### Metal 1, run 1

Bar = 20 um. Supply wires on this layer in grey.
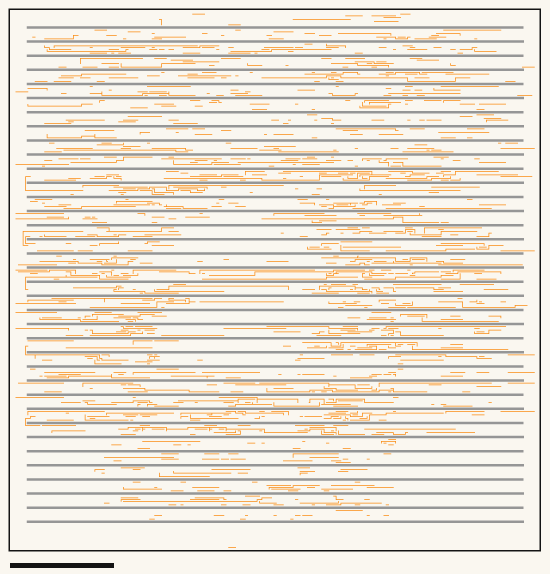
### M2 wires, run 1

Bar = 20 um.
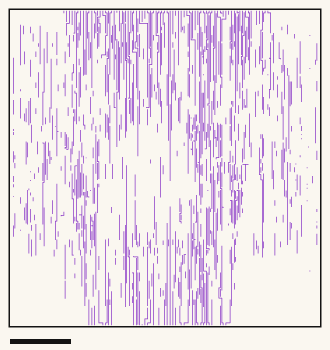
### The metal 3 layer, run 1

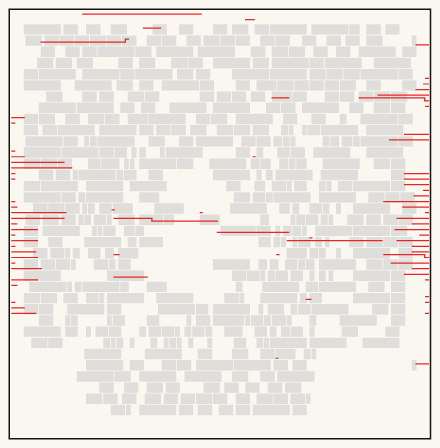
### The metal 4 layer, run 1

Bar = 20 um. Supply wires on this layer in grey.
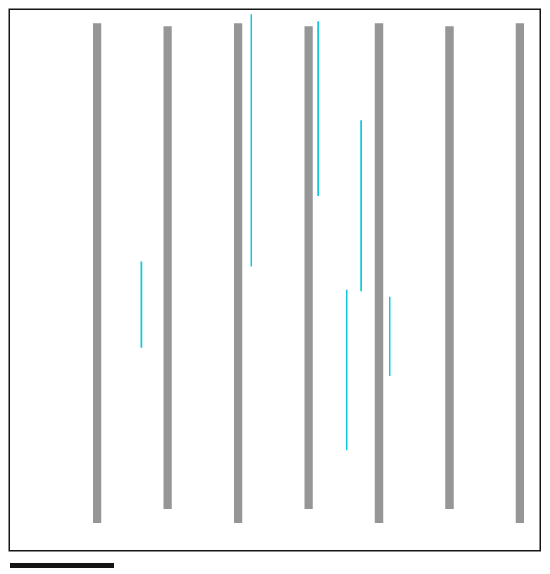
==> src/rtl/instr_fetch_ctrl.sv <==
`default_nettype none
// ============================================================================
// Module      : instr_fetch_ctrl
// Description : Instruction fetch sequencer. Owns the program counter, drives
//               the combinational instruction ROM address and registers
//               {pc, instr} into a one-entry valid/ready output stage feeding
//               decode. Handles branch/jump redirects and halt requests.
// Revision    : 1.0 - initial release
// ----------------------------------------------------------------------------
// Ports:
//   clk            in   rising-edge clock
//   rst_n          in   asynchronous assert, synchronous release, active low
//   rom_addr       out  current PC driven to the ROM
//   rom_instr      in   ROM read data (combinational from rom_addr)
//   out_valid      out  output stage holds a valid instruction
//   out_ready      in   decode accepts the output stage this cycle
//   out_pc         out  PC of the held instruction
//   out_instr      out  held instruction
//   redirect_valid in   load redirect_pc, squash output stage, resume fetch
//   redirect_pc    in   redirect target (low two bits ignored)
//   halt_req       in   stop fetching after the current cycle
//   halted         out  fetch sequencer is halted
//   perf_fetched   out  (FETCH_PERF_EN) saturating count of accepted cycles
//   perf_stall     out  (FETCH_PERF_EN) saturating count of stalled cycles
// Build option:
//   FETCH_PERF_EN  adds the perf_fetched / perf_stall counter ports
// ============================================================================
module instr_fetch_ctrl #(
  parameter int unsigned                ADDRESS_WIDTH = 32,
  parameter int unsigned                DATA_WIDTH    = 32,
  parameter int unsigned                PC_STEP       = 4,
  parameter logic [ADDRESS_WIDTH-1:0]   RESET_PC      = '0
) (
  input  logic                     clk,
  input  logic                     rst_n,
  output logic [ADDRESS_WIDTH-1:0] rom_addr,
  input  logic [DATA_WIDTH-1:0]    rom_instr,
  output logic                     out_valid,
  input  logic                     out_ready,
  output logic [ADDRESS_WIDTH-1:0] out_pc,
  output logic [DATA_WIDTH-1:0]    out_instr,
  input  logic                     redirect_valid,
  input  logic [ADDRESS_WIDTH-1:0] redirect_pc,
  input  logic                     halt_req,
`ifdef FETCH_PERF_EN
  output logic [31:0]              perf_fetched,
  output logic [31:0]              perf_stall,
`endif
  output logic                     halted
);

  typedef enum logic [1:0] {
    BOOT   = 2'd0,
    FETCH  = 2'd1,
    HALTED = 2'd2
  } state_t;

  localparam logic [ADDRESS_WIDTH-1:0] C_STEP     = ADDRESS_WIDTH'(PC_STEP);
  localparam logic [ADDRESS_WIDTH-1:0] C_ALIGN_MK = ~ADDRESS_WIDTH'(3);

  state_t                     state;
  logic [ADDRESS_WIDTH-1:0]   pc;

  assign rom_addr = pc;

  // Single sequential FSM; all outputs are registered.
  always_ff @(posedge clk or negedge rst_n) begin
    if (!rst_n) begin
      state     <= BOOT;
      pc        <= RESET_PC;
      out_valid <= 1'b0;
      out_pc    <= '0;
      out_instr <= '0;
      halted    <= 1'b0;
    end else if (redirect_valid) begin
      // Redirect wins over everything, including a same-cycle accept or halt.
      state     <= FETCH;
      pc        <= redirect_pc & C_ALIGN_MK;
      out_valid <= 1'b0;
      halted    <= 1'b0;
    end else begin
      case (state)
        BOOT: begin
          state <= FETCH;
          if (out_ready) out_valid <= 1'b0;
        end
        FETCH: begin
          if (halt_req) begin
            // No fetch this cycle; a held entry may still drain.
            state  <= HALTED;
            halted <= 1'b1;
            if (out_ready) out_valid <= 1'b0;
          end else if (!out_valid || out_ready) begin
            out_pc    <= pc;
            out_instr <= rom_instr;
            out_valid <= 1'b1;
            pc        <= pc + C_STEP;  // wraps modulo 2**ADDRESS_WIDTH
          end
        end
        HALTED: begin
          if (out_ready) out_valid <= 1'b0;
        end
        default: begin
          state  <= BOOT;
          halted <= 1'b0;
        end
      endcase
    end
  end

`ifdef FETCH_PERF_EN
  // Saturating performance counters on the output handshake.
  always_ff @(posedge clk or negedge rst_n) begin
    if (!rst_n) begin
      perf_fetched <= '0;
      perf_stall   <= '0;
    end else begin
      if (out_valid && out_ready && (perf_fetched != 32'hFFFF_FFFF))
        perf_fetched <= perf_fetched + 32'd1;
      if (out_valid && !out_ready && (perf_stall != 32'hFFFF_FFFF))
        perf_stall <= perf_stall + 32'd1;
    end
  end
`endif

endmodule
`default_nettype wire

==> config.mk <==
export PLATFORM = sky130hd
export DESIGN_NAME = instr_fetch_ctrl
export DESIGN_NICKNAME = d
export VERILOG_FILES = /design/src/rtl/instr_fetch_ctrl.sv
export SDC_FILE = /design/constraint.sdc
export NUM_CORES = 1
export LEC_CHECK = 0
export CAP_MARGIN = 20
export CORE_AREA = 3 3 99 101
export CTS_CLUSTER_SIZE = 16
export DETAILED_ROUTE_END_ITERATION = 12
export DIE_AREA = 0 0 102 104
export HOLD_SLACK_MARGIN = 0.06
export PLACE_DENSITY = 0.84
export SLEW_MARGIN = 20
export SYNTH_ARGS = -nofsm -noshare
export SYNTH_HDL_FRONTEND = slang
export SYNTH_SLANG_ARGS = --single-unit
==> constraint.sdc <==
create_clock -name clk -period 4.13 [get_ports clk]
set_input_delay 0.413 -clock clk [delete_from_list [all_inputs] [get_ports clk]]
set_output_delay 0.413 -clock clk [all_outputs]
set_load 0.1 [all_outputs]
==> impl_metrics.env, run 1 <==
# physical design summary
export IMPL_n_tap_cell=111
export IMPL_post_route_util_pct=66.9
export IMPL_edf_count=0
export IMPL_layout_drive_gt1_share_pct=18.9
export IMPL_postSynthSeqShare_pct=56.8
export IMPL_cap_viol_max_count=0
export IMPL_skew_ps=13.4
export IMPL_crit_slowest_cell="or3b_1"
export IMPL_power_largest_group="combinational logic"
export IMPL_seqPwrFrac_pct=29.8
export IMPL_crit_end="rom_addr[30]"
export IMPL_dpl_hpwl_um=7440
export IMPL_post_route_min_period_ps=2500
export IMPL_grt_ovfl_total=0
export IMPL_largest_reg_flops=32
export IMPL_cts_hold_buffers=0
export IMPL_synth_chip_area_um2=4230
export IMPL_fp_util_pct=46.4
export IMPL_tightest_slew_ps=1020
export IMPL_ctsResizeCount=0
export IMPL_finalMaxSlewViolations=0
export IMPL_nonClkBufAreaFrac_pct=26.7
export IMPL_placed_cells_incl_taps=598
export IMPL_ys_ff=96
export IMPL_status="finished, final reports clean"
export IMPL_comb_cells=225
export IMPL_combinationalPower_mw=2.41
export IMPL_m1WireLength_um=4190
export IMPL_clockBufferDepth=2
export IMPL_p_seq_mw=1.29
export IMPL_ys_cells=343
export IMPL_grt_pass1_vias=3182
export IMPL_yosysMostFrequentCell="dfrtp_1"
export IMPL_vias_per_cell=5.03
export IMPL_peakVddDrop_mv=0.406
export IMPL_final_setup_viol_count=0
export IMPL_core_um2=9110
export IMPL_slowest_delay_ps=610
export IMPL_yosysWarnings=0
export IMPL_clkCellAreaFrac_pct=3.20
export IMPL_relSlewSlack_pct=31.8
export IMPL_simple_gate_share_pct=12.8
export IMPL_common_cells="96 x dfrtp_1, 64 x mux2_2, 42 x nand2_1, 26 x o21ai_0, 16 x xor2_1"
export IMPL_top_layer_used="met4"
export IMPL_drt_wirelength_per_cell_um=16.3
export IMPL_fill_cells=696
## Picture notes: 'Metal 1'
nets with wire on the layer = 496
main direction = horizontal
share of all routed wire = 42%
longest straight run = 27.6 um
wire length on this layer = 4190 um
Via Count: 3087
Post-Route WL: 9980 um

## Picture notes: 'M2 wires'
wire length on this layer = 5200 um
main direction = vertical
share of all routed wire = 52%
longest straight run = 42.0 um
nets with wire on the layer = 501
global-route met2 utilization: 33.9%

## Picture notes: 'The metal 3 layer'
nets with wire on the layer = 66
share of all routed wire = 4.2%
longest straight run = 28.7 um
main direction = horizontal
grt met3 use: 3.42%

## Picture notes: 'The metal 4 layer'
main direction = vertical
share of all routed wire = 1.8%
longest straight run = 48.3 um

==> inputs of run 2 (changes only) <==
CORE_AREA = 3 3 109 111   (was 3 3 99 101)
DIE_AREA = 0 0 112 114   (was 0 0 102 104)
PLACE_DENSITY = 0.73   (was 0.84)
clock period = 2.15 ns   (was 4.13 ns; I/O delays follow)
==> impl_metrics.env, run 2 <==
# physical design summary
export IMPL_status="finished, final reports clean"
export IMPL_simple_gate_share_pct=12.8
export IMPL_layout_drive_gt1_share_pct=44.0
export IMPL_common_cells="96 x dfrtp_1, 64 x mux2_2, 42 x nand2_1, 26 x o21ai_0, 16 x xor2_1"
export IMPL_grt_ovfl_total=0
export IMPL_worstHoldPathCells=3
export IMPL_synth_distinct_cells=40
export IMPL_crit_path_start="state[1]"
export IMPL_rows=38
export IMPL_die_w_um=112
export IMPL_ctsResizeCount=0
export IMPL_yosysWarnings=0
export IMPL_tightest_slew_ps=617
export IMPL_grt_met3_usage_pct=3.93
export IMPL_final_clkbuf_count=10
export IMPL_root_buffer="clkbuf_8"
export IMPL_placed_cells_incl_taps=643
export IMPL_clockBufferDepth=2
export IMPL_antenna_found_initial=0
export IMPL_crit_slowest_cell="or3b_4"
export IMPL_cts_hold_buffers=1
export IMPL_layout_top_cells="112 x buf_4, 73 x dfrtp_1, 64 x mux2_2, 64 x clkdlybuf4s50_1, 42 x nand2_1"
export IMPL_edf_count=0
export IMPL_clkCellAreaFrac_pct=3.36
export IMPL_synth_chip_area_um2=4230
export IMPL_leakagePower_nw=2.61
export IMPL_die_h_um=114
export IMPL_track_usage_pct=16.8
export IMPL_ys_sh_adder_pct=0.296
export IMPL_grt_pass1_vias=3301
export IMPL_vias_per_cell=4.80
export IMPL_cap_viol_max_count=0
export IMPL_switching_power_mw=4.46
export IMPL_post_route_min_period_ps=2010
export IMPL_relSlewSlack_pct=58.9
export IMPL_stdcell_count=660
export IMPL_netlist_instances=343
export IMPL_core_um2=10900
export IMPL_firstDrtPassIters=4
export IMPL_async_flop_share_pct=100
export IMPL_ys_top_cells_by_area="dfrtp_1 57%, mux2_2 17%, nand2_1 3.7%"
export IMPL_comb_cells=225
export IMPL_top_layer_used="met4"
export IMPL_finalMaxSlewViolations=0
export IMPL_place_ws_ps=-281
export IMPL_n_tap_cell=140
export IMPL_placed_area_um2=5880
export IMPL_ys_ff=96
export IMPL_synth_area_per_cell_um2=12.3
export IMPL_final_setup_viol_count=0
export IMPL_p_seq_mw=2.50
export IMPL_flop_cell="dfrtp_1"
export IMPL_postSynthSeqShare_pct=56.8
export IMPL_combinationalPower_mw=4.52
export IMPL_power_largest_group="combinational logic"
export IMPL_dpl_hpwl_um=7980
export IMPL_fill_cells=948
export IMPL_cts_buffers=9
export IMPL_met2_usage_pct=28.3
export IMPL_skew_ps=11.3
export IMPL_switching_share_pct=54.1
export IMPL_crit_end="out_pc[7]"
export IMPL_slowest_delay_ps=430
export IMPL_worstHoldStart="redirect_valid"
export IMPL_fp_util_pct=38.8
export IMPL_crit_family="simple AND/OR/NAND/NOR gates"
export IMPL_m1WireLength_um=4450
export IMPL_peakVddDrop_mv=0.918
export IMPL_seqPwrFrac_pct=30.3
export IMPL_yosysMostFrequentCell="dfrtp_1"
export IMPL_post_route_util_pct=56.0
export IMPL_largest_reg_flops=32
export IMPL_drt_wirelength_per_cell_um=16.0
export IMPL_ys_cells=343
export IMPL_cts_setup_buffers=0
export IMPL_nonClkBufAreaFrac_pct=25.2
export IMPL_pin_count=167
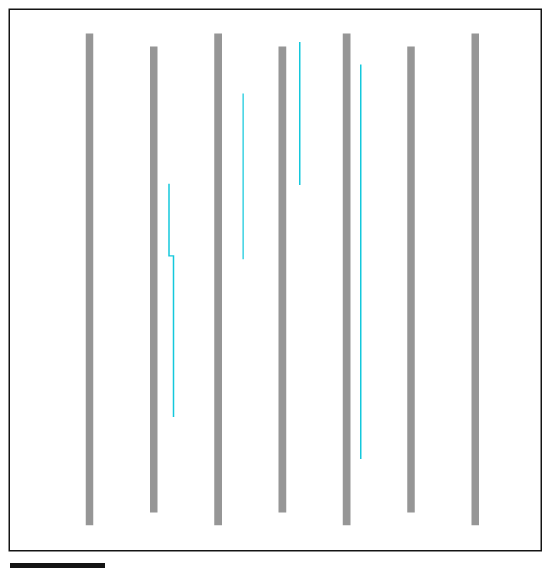
*The metal 4 layer, run 2*
Bar = 20 um. Supply wires on this layer in grey.
main direction = vertical
nets with wire on the layer = 3
wire length on this layer = 197 um
Via Count: 3168
Post-Route WL: 10600 um

